===== config.mk =====
export PLATFORM = sky130hd
export DESIGN_NAME = step_pulse_debouncer
export DESIGN_NICKNAME = d
export VERILOG_FILES = /design/src/rtl/step_pulse_debouncer.sv
export SDC_FILE = /design/constraint.sdc
export NUM_CORES = 1
export LEC_CHECK = 0
export ABC_CLOCK_PERIOD_IN_PS = 2700
export CAP_MARGIN = 25
export CORE_MARGIN = 2
export CORE_UTILIZATION = 40
export CTS_CLUSTER_DIAMETER = 200
export DETAILED_ROUTE_END_ITERATION = 12
export GPL_ROUTABILITY_DRIVEN = 0
export GPL_TIMING_DRIVEN = 0
export HOLD_SLACK_MARGIN = 0.12
export PLACE_DENSITY = 0.59
export SYNTH_ARGS = -nofsm -noshare
export SYNTH_HDL_FRONTEND = slang
export SYNTH_SLANG_ARGS = --single-unit

===== constraint.sdc =====
create_clock -name CLK -period 2.7 [get_ports CLK]
set_clock_uncertainty 0.15 [all_clocks]
set_input_delay 0.27 -clock CLK [delete_from_list [all_inputs] [get_ports CLK]]
set_output_delay 0.27 -clock CLK [all_outputs]
set_load 0.01 [all_outputs]

===== src/rtl/step_pulse_debouncer.sv =====
// rtl/step_pulse_debouncer.sv - push-button synchroniser/debouncer emitting single-cycle step pulses
// with press qualification, auto-repeat while held, and a wrapping pulse counter.
module step_pulse_debouncer #(
  parameter int DEB_CYCLES    = 4,
  parameter int REPEAT_DELAY  = 16,
  parameter int REPEAT_PERIOD = 8,
  parameter int CNT_W         = 8
) (
  input  logic             CLK,
  input  logic             RST,
  input  logic             btn_in,
  output logic             step,
  output logic             btn_level,
  output logic             repeat_active,
  output logic [CNT_W-1:0] press_count
);

  localparam int RMAX = ((REPEAT_DELAY > REPEAT_PERIOD) ? REPEAT_DELAY : REPEAT_PERIOD) - 1;
  localparam int DW   = (DEB_CYCLES < 1) ? 1 : $clog2(DEB_CYCLES + 1);
  localparam int RW   = (RMAX < 1) ? 1 : $clog2(RMAX + 1);

  localparam logic [DW-1:0] DEB_LAST     = DW'(DEB_CYCLES);
  localparam logic [RW-1:0] DELAY_LAST   = RW'(REPEAT_DELAY - 1);
  localparam logic [RW-1:0] PERIOD_LAST  = RW'(REPEAT_PERIOD - 1);

  typedef enum logic [2:0] {
    IDLE      = 3'd0,
    PRESS_CHK = 3'd1,
    HELD      = 3'd2,
    REPEAT    = 3'd3,
    REL_CHK   = 3'd4
  } state_t;

  state_t          state, state_n;
  logic            s1, btn_s;
  logic [DW-1:0]   dcnt, dcnt_n;
  logic [RW-1:0]   rcnt, rcnt_n;
  logic            step_n, level_n;

  always_comb begin
    state_n = state;
    dcnt_n  = dcnt;
    rcnt_n  = rcnt;
    step_n  = 1'b0;
    level_n = btn_level;
    case (state)
      IDLE: begin
        if (btn_s) begin
          state_n = PRESS_CHK;
          dcnt_n  = DW'(1);
        end
      end
      PRESS_CHK: begin
        if (!btn_s) begin
          state_n = IDLE;
        end else if (dcnt == DEB_LAST) begin
          state_n = HELD;
          step_n  = 1'b1;
          level_n = 1'b1;
          rcnt_n  = '0;
        end else begin
          dcnt_n = dcnt + DW'(1);
        end
      end
      HELD: begin
        if (!btn_s) begin
          state_n = REL_CHK;
          dcnt_n  = DW'(1);
        end else if (rcnt == DELAY_LAST) begin
          state_n = REPEAT;
          step_n  = 1'b1;
          rcnt_n  = '0;
        end else begin
          rcnt_n = rcnt + RW'(1);
        end
      end
      REPEAT: begin
        if (!btn_s) begin
          state_n = REL_CHK;
          dcnt_n  = DW'(1);
        end else if (rcnt == PERIOD_LAST) begin
          step_n = 1'b1;
          rcnt_n = '0;
        end else begin
          rcnt_n = rcnt + RW'(1);
        end
      end
      REL_CHK: begin
        // A bounce back high resumes holding without re-issuing the press step
        if (btn_s) begin
          state_n = HELD;
          rcnt_n  = '0;
        end else if (dcnt == DEB_LAST) begin
          state_n = IDLE;
          level_n = 1'b0;
        end else begin
          dcnt_n = dcnt + DW'(1);
        end
      end
      default: state_n = IDLE;
    endcase
  end

  always_ff @(posedge CLK) begin
    if (RST) begin
      s1            <= 1'b0;
      btn_s         <= 1'b0;
      state         <= IDLE;
      dcnt          <= '0;
      rcnt          <= '0;
      step          <= 1'b0;
      btn_level     <= 1'b0;
      repeat_active <= 1'b0;
      press_count   <= '0;
    end else begin
      s1            <= btn_in;
      btn_s         <= s1;
      state         <= state_n;
      dcnt          <= dcnt_n;
      rcnt          <= rcnt_n;
      step          <= step_n;
      btn_level     <= level_n;
      repeat_active <= (state_n == REPEAT);
      if (step_n) press_count <= press_count + CNT_W'(1);
    end
  end

endmodule


Run 1, the metal 1 layer:
Drawn at 8 px/µm. Supply wires on this layer in gray. Cells faint in the background.
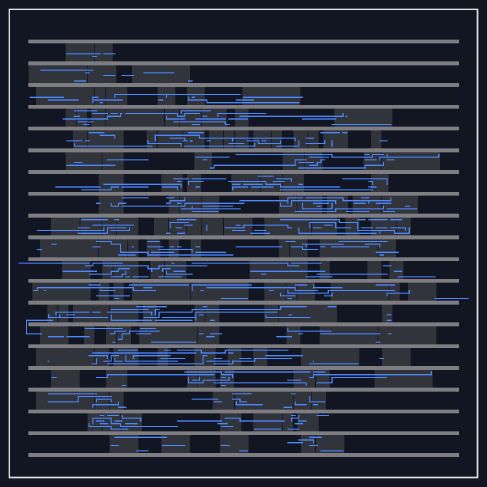
wire length on this layer	1270 µm
longest straight run	15.6 µm
nets with wire on the layer	150
M1 GR Usage: 0.2216
overall routed net length: 2.696 mm
number of vias in the routed layout: 1103

Run 1, signal wires on met2:
Drawn at 8 px/µm.
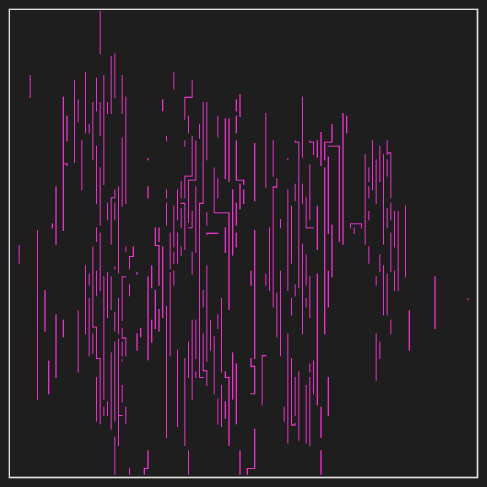
wire length on this layer	1260 µm
longest straight run	21.8 µm
met2 demand-to-capacity share in global routing: 0.3018

==> COMMIT_EDITMSG, run 1 <==
Store results of the implementation flow

- Run status: finished, final reports clean
- TritonCTS built the clock tree.
* Smallest setup slack after layout: 0.6648 ns
* Final setup vio count: 0
- Mean post-synth cell area: ~8.5 µm²
- Antenna-violating nets left: 0
* Final Non-Filler Cells: 187
- Data required time of the critical path: between 2 and 3 ns
- Leakage power of the design: approximately 0.00047 µW
* Late-Pin Clk Latency: roughly 0.32 ns
- Crit-path leading delay family: AND-OR/OR-AND gates
- Number of enable-type register cells in the synthesized netlist: 0
- FFs w/ async S/R, synth: 0
- The largest registers in the layout are press_count (8), rcnt (4).
* Antenna violations before repair: 0
- The class occupying the most area after layout is reported as multi-input combinational cells.
* Power group with the highest consumption: sequential cells
- Mux area share: 0.01695
* Cell at the root of the clock tree: sky130_fd_sc_hd__clkbuf_4
- Using the TritonRoute via totals, the vias-per-cell ratio works out to a little under 6.
- Per the layout area report, the combinational gate area comes to about 660 µm².
Run 1, the metal 3 layer:
Drawn at 10 px/µm. Cells faint in the background.
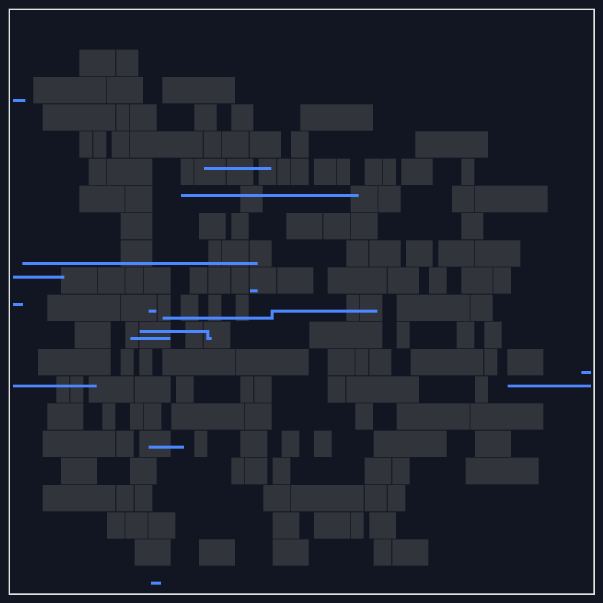
share of all routed wire	4.0%
nets with wire on the layer	13
longest straight run	23.2 µm
main direction	horizontal

Run 1, clock network drawn from the DEF:
Drawn at 4 px/µm.
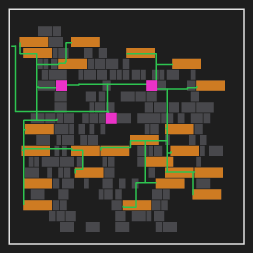

==> run 1 -> run 2 <==
ABC_CLOCK_PERIOD_IN_PS = 1750   (was 2700)
PLACE_DENSITY = 0.62   (was 0.59)
clock period = 1.75 ns   (was 2.7 ns; I/O delays follow)
Run 2, clock network drawn from the DEF:
Drawn at 4 px/µm.
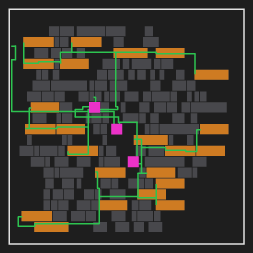
[magenta] clock drivers | count: 3
[orange] flip-flops | count: 23
[green] clock wires | length: 307 µm
flops lie	widely spread

Run 2, the metal 3 layer:
Drawn at 10 px/µm. Cells faint in the background.
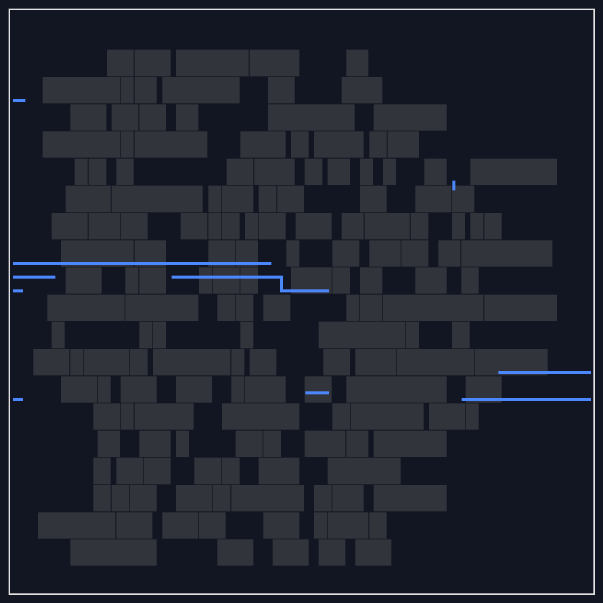
main direction	horizontal
wire length on this layer	72.8 µm
nets with wire on the layer	8
longest straight run	25.5 µm
share of all routed wire	2.6%

==> COMMIT_EDITMSG, run 2 <==
Store results of the implementation flow

- The flow ran to the end, but the final reports show violations.
- The checks that failed: negative setup slack.
- Placement Rows: 19
* Crit-path slowest cell: sky130_fd_sc_hd__or4_4
- Per the synthesis report, the AND-OR/OR-AND share of the synthesized area is 0.1992.
- The number of setup buffers added after CTS is 3.
* Overall routed net length: roughly 2.8 mm
- M1 GR Usage: 0.2182
- The most critical setup path has its endpoint at press_count[7].
* Post-Synthesis Cell Area: 1181 µm²
* FFs w/ async S/R, synth: 0
- Least-Margin Pin Slew: about 0.50 ns
* Late-Pin Clk Latency: 0.32 ns
- Biggest cell category by area in the final layout: multi-input combinational cells
* Primary flip-flop cell chosen by synthesis mapping: sky130_fd_sc_hd__dfxtp_1
- The path with the worst hold slack has its endpoint at s1.
- Max capacitance violation total: 0
- Data required time of the critical path: ~1.9 ns
- STA puts the critical path data arrival time at roughly 1.9 ns.
* Cell at the root of the clock tree: sky130_fd_sc_hd__clkbuf_4
- Final setup vio count: 1
- Sorting the synthesis cell report by count puts at the top sky130_fd_sc_hd__dfxtp_1.
- The post-placement cell area is ~1400 µm².
* Final Non-Filler Cells: 193
- Area taken by multi-input logic gates: 787.0 µm²
- Yosys stat chip area: about 1200 µm²
* TritonRoute pass-1 iters: 6
- Met3 wirelength from detailed routing: approximately 72 µm
- The timing report attributes the biggest portion of critical-path delay to simple AND/OR/NAND/NOR gates.
- In this run the remaining antenna-violating nets after routing total 0.
* Clock buffers: 4
- Number of vias in the routed layout: roughly 1.1k
- Summed over all cells, the static leakage comes to about 0.00053 µW.
- Number of enable-type register cells in the synthesized netlist: 0
* Vias per inst: around 5.8
- After synthesis, the share of cell area in mux cells is 0.01695.
* Met2 demand-to-capacity share in global routing: 0.2889
- Yosys simple share: 0.2850
- The largest share of the power goes to sequential cells.
- Dividing the final minimum period by the clock period gives 1.002.
* Achievable frequency: roughly 0.57 GHz
- The largest registers in the layout are press_count (8), rcnt (4).
- Antenna violations before repair: 0
* Clock tree from TritonCTS: built
- Smallest setup slack after layout: -0.003845 ns
- A synthesized cell averages 8.497 µm².
Run 2, signal wires on met2:
Drawn at 8 px/µm.
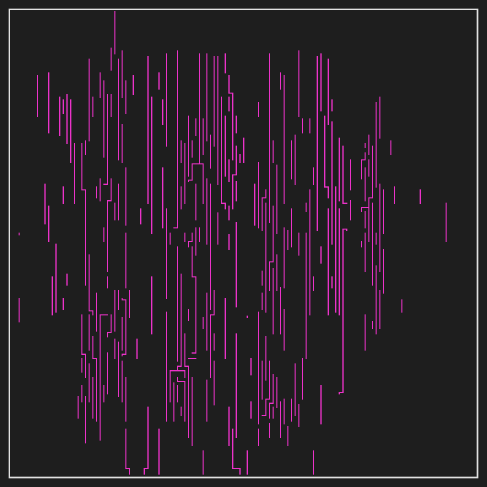
longest straight run	22.1 µm
wire length on this layer	1390 µm

Power is estimated from default activity; no workload was simulated.
